==> config.mk <==
export PLATFORM = sky130hd
export DESIGN_NAME = gray_conv_arbiter
export DESIGN_NICKNAME = d
export VERILOG_FILES = /design/src/rtl/gray_conv_arbiter_pkg.sv /design/src/rtl/gray_conv_arbiter_code_84m2m1_to_gray.sv /design/src/rtl/gray_conv_arbiter.sv
export SDC_FILE = /design/constraint.sdc
export NUM_CORES = 1
export LEC_CHECK = 0
export CORE_AREA = 2 2 68 51
export CTS_CLUSTER_DIAMETER = 100
export DETAILED_ROUTE_END_ITERATION = 16
export DIE_AREA = 0 0 70 53
export SYNTH_ARGS = -nofsm -noshare
export SYNTH_HDL_FRONTEND = slang
export SYNTH_HIERARCHICAL = 1
export SYNTH_SLANG_ARGS = --single-unit
==> constraint.sdc <==
create_clock -name clock -period 4.06 [get_ports clock]
set_input_delay 0.812 -clock clock [delete_from_list [all_inputs] [get_ports clock]]
set_output_delay 0.812 -clock clock [all_outputs]
set_load 0.005 [all_outputs]
==> run_1/gate_families.png <==
Scale bar: 20 um.
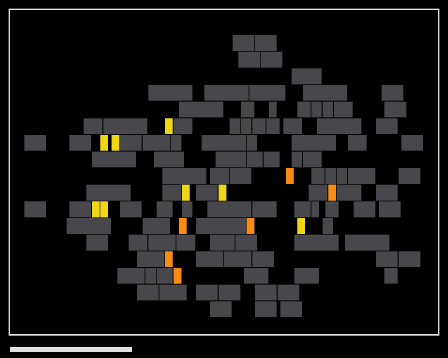
| family | colour | cells | most used |
|---|---|---|---|
| NOR gates | yellow | 8 | nor2_1 |
| inverters | orange | 6 | inv_1 |
final cell count without fillers: 156
fraction of area in multi-input gates: 43.1%
Top cell excl fill/tap: clkdlybuf4s50_1

==> run_1/cell_classes.png <==
Scale bar: 20 um. Fill, decap, tap and diode cells in grey.
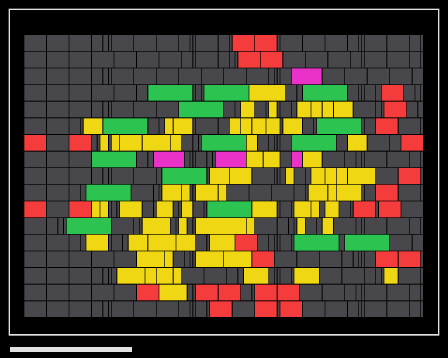
| class | colour | cells | share of their area |
|---|---|---|---|
| all other logic | yellow | 71 | 47% |
| flops | green | 15 | 26% |
| other buffers and delay cells | red | 28 | 24% |
| clock drivers and dummy loads | magenta | 4 | 3.9% |
core outline area: 3020 um2
fraction of standard cell area that is sequential: 24.5%

==> run_1/registers.png <==
Scale bar: 20 um.
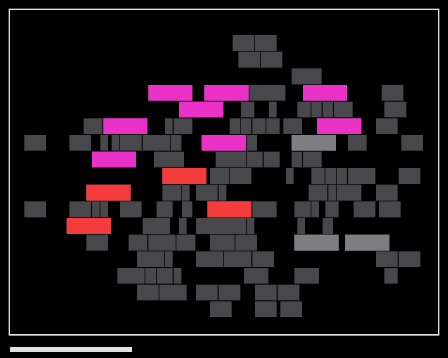
| signal | colour | sequential cells |
|---|---|---|
| conv_count | magenta | 8 |
| out_gray | red | 4 |
not coloured: 3
power dissipated in sequential cells: 164 uW
Util after Layout: 40.6%
area used by sequential logic in the layout: 300 um2

==> run_1/metal_stack.png <==
Scale bar: 20 um.
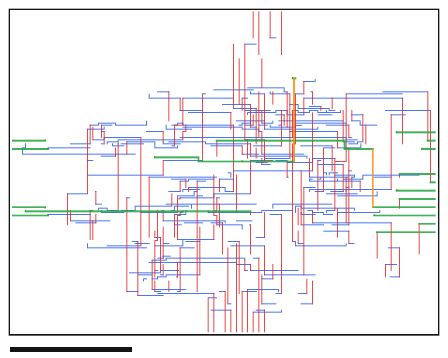
| layer | colour | wire length |
|---|---|---|
| met1 | blue | 961 um |
| met3 | green | 169 um |
| met2 | red | 783 um |
| met4 | orange | 23.1 um |
routed vias: 741
total wire length after detailed routing: 1940 um
average wire per cell in the routed design: 12.4 um
global-route total usage across every layer: 11.7%

==> impl_metrics.json, run 1 <==
{
  "run_status": "finished clean",
  "topCellsByArea": "dfxtp_1 (34%), ha_1 (10%), mux2i_1 (5.7%), mux2_2 (5.2%), xnor2_1 (4.0%)",
  "finalSetupTns_ns": 0,
  "fin_hold_ws_ns": 0.473,
  "ys_top_cells_by_count": "dfxtp_1 (15), nor2_1 (8), ha_1 (7), inv_1 (6), mux2i_1 (5)",
  "rr_worst_depth": 9,
  "power.net_switching_uw": 99.7,
  "tap-cell-count": 38,
  "pwr.group.combinational_uw": 96.9,
  "area_delta_synth_final_pct": 40.1,
  "totalPowerFinal_uw": 380,
  "buffers_non_clock": 28,
  "top_area_cell_class": "logic gates",
  "drc_errors": 0,
  "warning_count": 31,
  "num_rows": 17,
  "enable_flop_cells": 0,
  "crit_slowest_cell": "clkdlybuf4s50_1",
  "post-route-worst-setup-slack_ns": 0.841,
  "total_leakage_power_nw": 0.483,
  "switching_share_pct": 26.3,
  "globalRouteOverflowTotal": 0,
  "syn-instance-count": 90,
  "layout.area.comb_um2": 528,
  "yosysSeqAreaShare_pct": 34.3,
  "pre_cts_setup_slack_ns": 0.639,
  "synth-seq-cells": 15,
  "post-route-min-period_ns": 3.22,
  "path_cells": "clkdlybuf4s50_1, inv_1, a21oi_2, and3_1, clkdlybuf4s50_1",
  "postSynth.asyncResetShare_pct": 0,
  "fp.dieH_um": 53,
  "post_dp_cell_area_um2": 1180,
  "syn_area_per_cell_um2": 9.72,
  "global_route_wire_length_before_repair_um": 3320,
  "intPower_uw": 280,
  "clock_input_transition_at_the_sequential_cells_of_the_worst_setup_and_hold_paths_ns": 0.06,
  "worst_setup_path_start_kind": "input pin",
  "clock_tree.htree_level_count": 1,
  "path_buffers": 3,
  "worstMarginPinSlew_ns": 0.813,
  "routabilityCongestion": 0.761,
  "finalCritPeriodShare_pct": 79.3,
  "first_iter_violations": 37,
  "layout_cell_share_with_drive_strength_beyond_1_pct": 11.9,
  "final.clkbuf_count": 3,
  "pin_count": 29,
  "cp-end-kind": "output pin",
  "yosys-stat-area_um2": 875,
  "maxCapViolations": 0,
  "via_count_of_the_first_global_routing_pass": 672,
  "rsz0062_at_grt": "false",
  "maxSlewHeadroom_pct": 45.6,
  "cts_root_buffer": "clkbuf_8",
  "non_clock_inverter_total_of_the_final_layout": 6,
  "cts_tree": "yes",
  "cts-buffers-inserted": 3,
  "critical-path-top-delay-family": "buffers and inverters",
  "path_depth": 5
}
## run 1: routing by layer
| metal | vias to the layer above | share of wire (%) | track usage, % |
|---|---|---|---|
| met5 | - | 0 | 0 |
| met4 | 0 | 1.2 | 2.88 |
| met2 | 21 | 40 | 16.0 |
| met1 | 330 | 50 | 16.6 |
| met3 | 4 | 8.7 | 4.95 |
| li1 | 386 | - | - |
## run 1: cell families after synthesis
group | Yosys count | synth area share, %
AOI/OAI and AO/OA | 21 | 19.0
and+or+nand+nor | 21 | 11.9
DFF | 15 | 34.3
buffers and inverters | 10 | 5.29
muxes | 10 | 13.4
adders and majority gates | 7 | 10.0
xor gates and xnor gates | 6 | 6.01
==> run 1 -> run 2 <==
==> constraint.sdc (replaced) <==
create_clock -name clock -period 2.89 [get_ports clock]
set_input_delay 0.578 -clock clock [delete_from_list [all_inputs] [get_ports clock]]
set_output_delay 0.578 -clock clock [all_outputs]
set_load 0.005 [all_outputs]
==> run_2/cell_classes.png <==
Scale bar: 20 um. Fill, decap, tap and diode cells in grey.
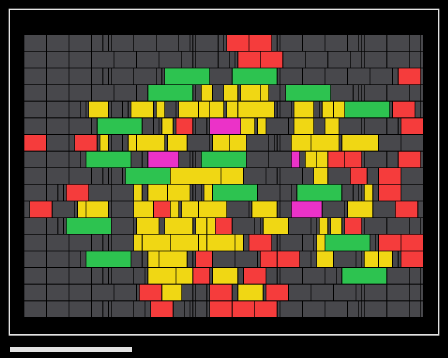
| class | colour | cells | share of their area |
|---|---|---|---|
| flops | green | 15 | 24% |
| other buffers and delay cells | red | 38 | 28% |
| clock drivers and dummy loads | magenta | 4 | 3.6% |
| all other logic | yellow | 71 | 44% |
number of cell rows: 17
fraction of standard cell area that is sequential: 23.0%

==> run_2/gate_families.png <==
Scale bar: 20 um.
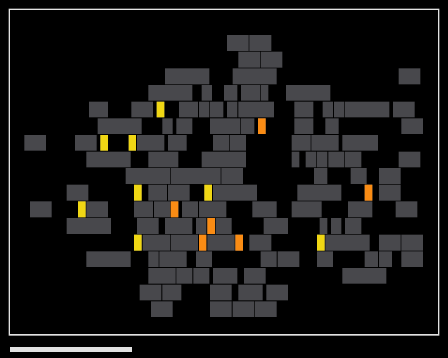
| family | colour | cells | most used |
|---|---|---|---|
| NOR gates | yellow | 8 | nor2_1 |
| inverters | orange | 6 | inv_1 |
final cell count without fillers: 166
fraction of area in multi-input gates: 41.0%

==> impl_metrics.json, run 2 <==
{
  "yosys-stat-area_um2": 875,
  "route.final.wire_length_um": 2130,
  "clockBufferDepth": 2,
  "worst_setup_path_start_kind": "input pin",
  "via_count_of_the_first_global_routing_pass": 780,
  "pre_cts_setup_slack_ns": -0.148,
  "cts_tree": "yes",
  "intPower_uw": 408,
  "cts_root_buffer": "clkbuf_8",
  "non_clock_inverter_total_of_the_final_layout": 6,
  "post-route-min-period_ns": 2.75,
  "post_dp_cell_area_um2": 1250,
  "first_iter_violations": 23,
  "enable_flop_cells": 0,
  "util_after_layout_pct": 43.2,
  "maxCapViolations": 0,
  "routabilityCongestion": 0.806,
  "totalPowerFinal_uw": 555,
  "total_leakage_power_nw": 0.530,
  "rr_worst_depth": 9,
  "ys_top_cells_by_count": "dfxtp_1 (15), nor2_1 (8), ha_1 (7), inv_1 (6), mux2i_1 (5)",
  "clock_input_transition_at_the_sequential_cells_of_the_worst_setup_and_hold_paths_ns": 0.06,
  "fp.dieH_um": 53,
  "drc_errors": 0,
  "maxSlewHeadroom_pct": 43.7,
  "global_route_wire_length_before_repair_um": 3530,
  "cts-buffers-inserted": 3,
  "pin_count": 29,
  "core_region_area_um2": 3020,
  "run_status": "finished clean",
  "globalRouteOverflowTotal": 0,
  "post_drt_wl_per_cell_um": 12.9,
  "path_cells": "clkdlybuf4s50_1, inv_1, a21oi_4, mux2_2, inv_1, ha_1, inv_1, mux4_2, xnor2_1, mux2i_1, nor2_1",
  "pwr.group.sequential_uw": 230,
  "finalCritPeriodShare_pct": 95.3,
  "power.net_switching_uw": 147,
  "finalSetupTns_ns": 0,
  "cp-end-kind": "flop",
  "layout_cell_share_with_drive_strength_beyond_1_pct": 18.0,
  "grt_usage_pct": 12.2,
  "rsz0062_at_grt": "false",
  "warning_count": 31,
  "syn-instance-count": 90,
  "vias": 814,
  "buffers_non_clock": 38,
  "fin_hold_ws_ns": 0.484,
  "tap-cell-count": 38,
  "worstMarginPinSlew_ns": 0.841,
  "area_delta_synth_final_pct": 49.4,
  "yosysSeqAreaShare_pct": 34.3,
  "final.clkbuf_count": 4,
  "synth-seq-cells": 15
}
-- run 2: cell counts after synthesis --
No cell type changed its count.
-- run 2: cells by family (layout without fill, tap and decap cells) --
kind of cell,after synthesis,in the layout,synth area share [%]
AOI/OAI and AO/OA,21,21,19.0
adders and majority gates,7,7,10.0
and+or+nand+nor,21,21,11.9
buffers and inverters,10,48,5.29
muxes,10,10,13.4
DFF,15,15,34.3
xor gates and xnor gates,6,6,6.01
-- run 2: worst max-delay path: cells and delay by family --
kind            cells  cell delay (ns)
simple gates        1             0.05
mux                 3             1.04
xor+xnor            1             0.15
buf+inv             4             0.72
fa+ha+maj           1             0.16
compound gates      1             0.18
-- run 2: per-layer routing --
metal  part of all wire, %  GRT usage, %
met1                    49          15.2
met4                  0.89          2.88
met2                    44          19.8
met3                   6.2          5.14
met5                     0             0
Power figures rest on the tool's default switching activity, not on a simulated workload.
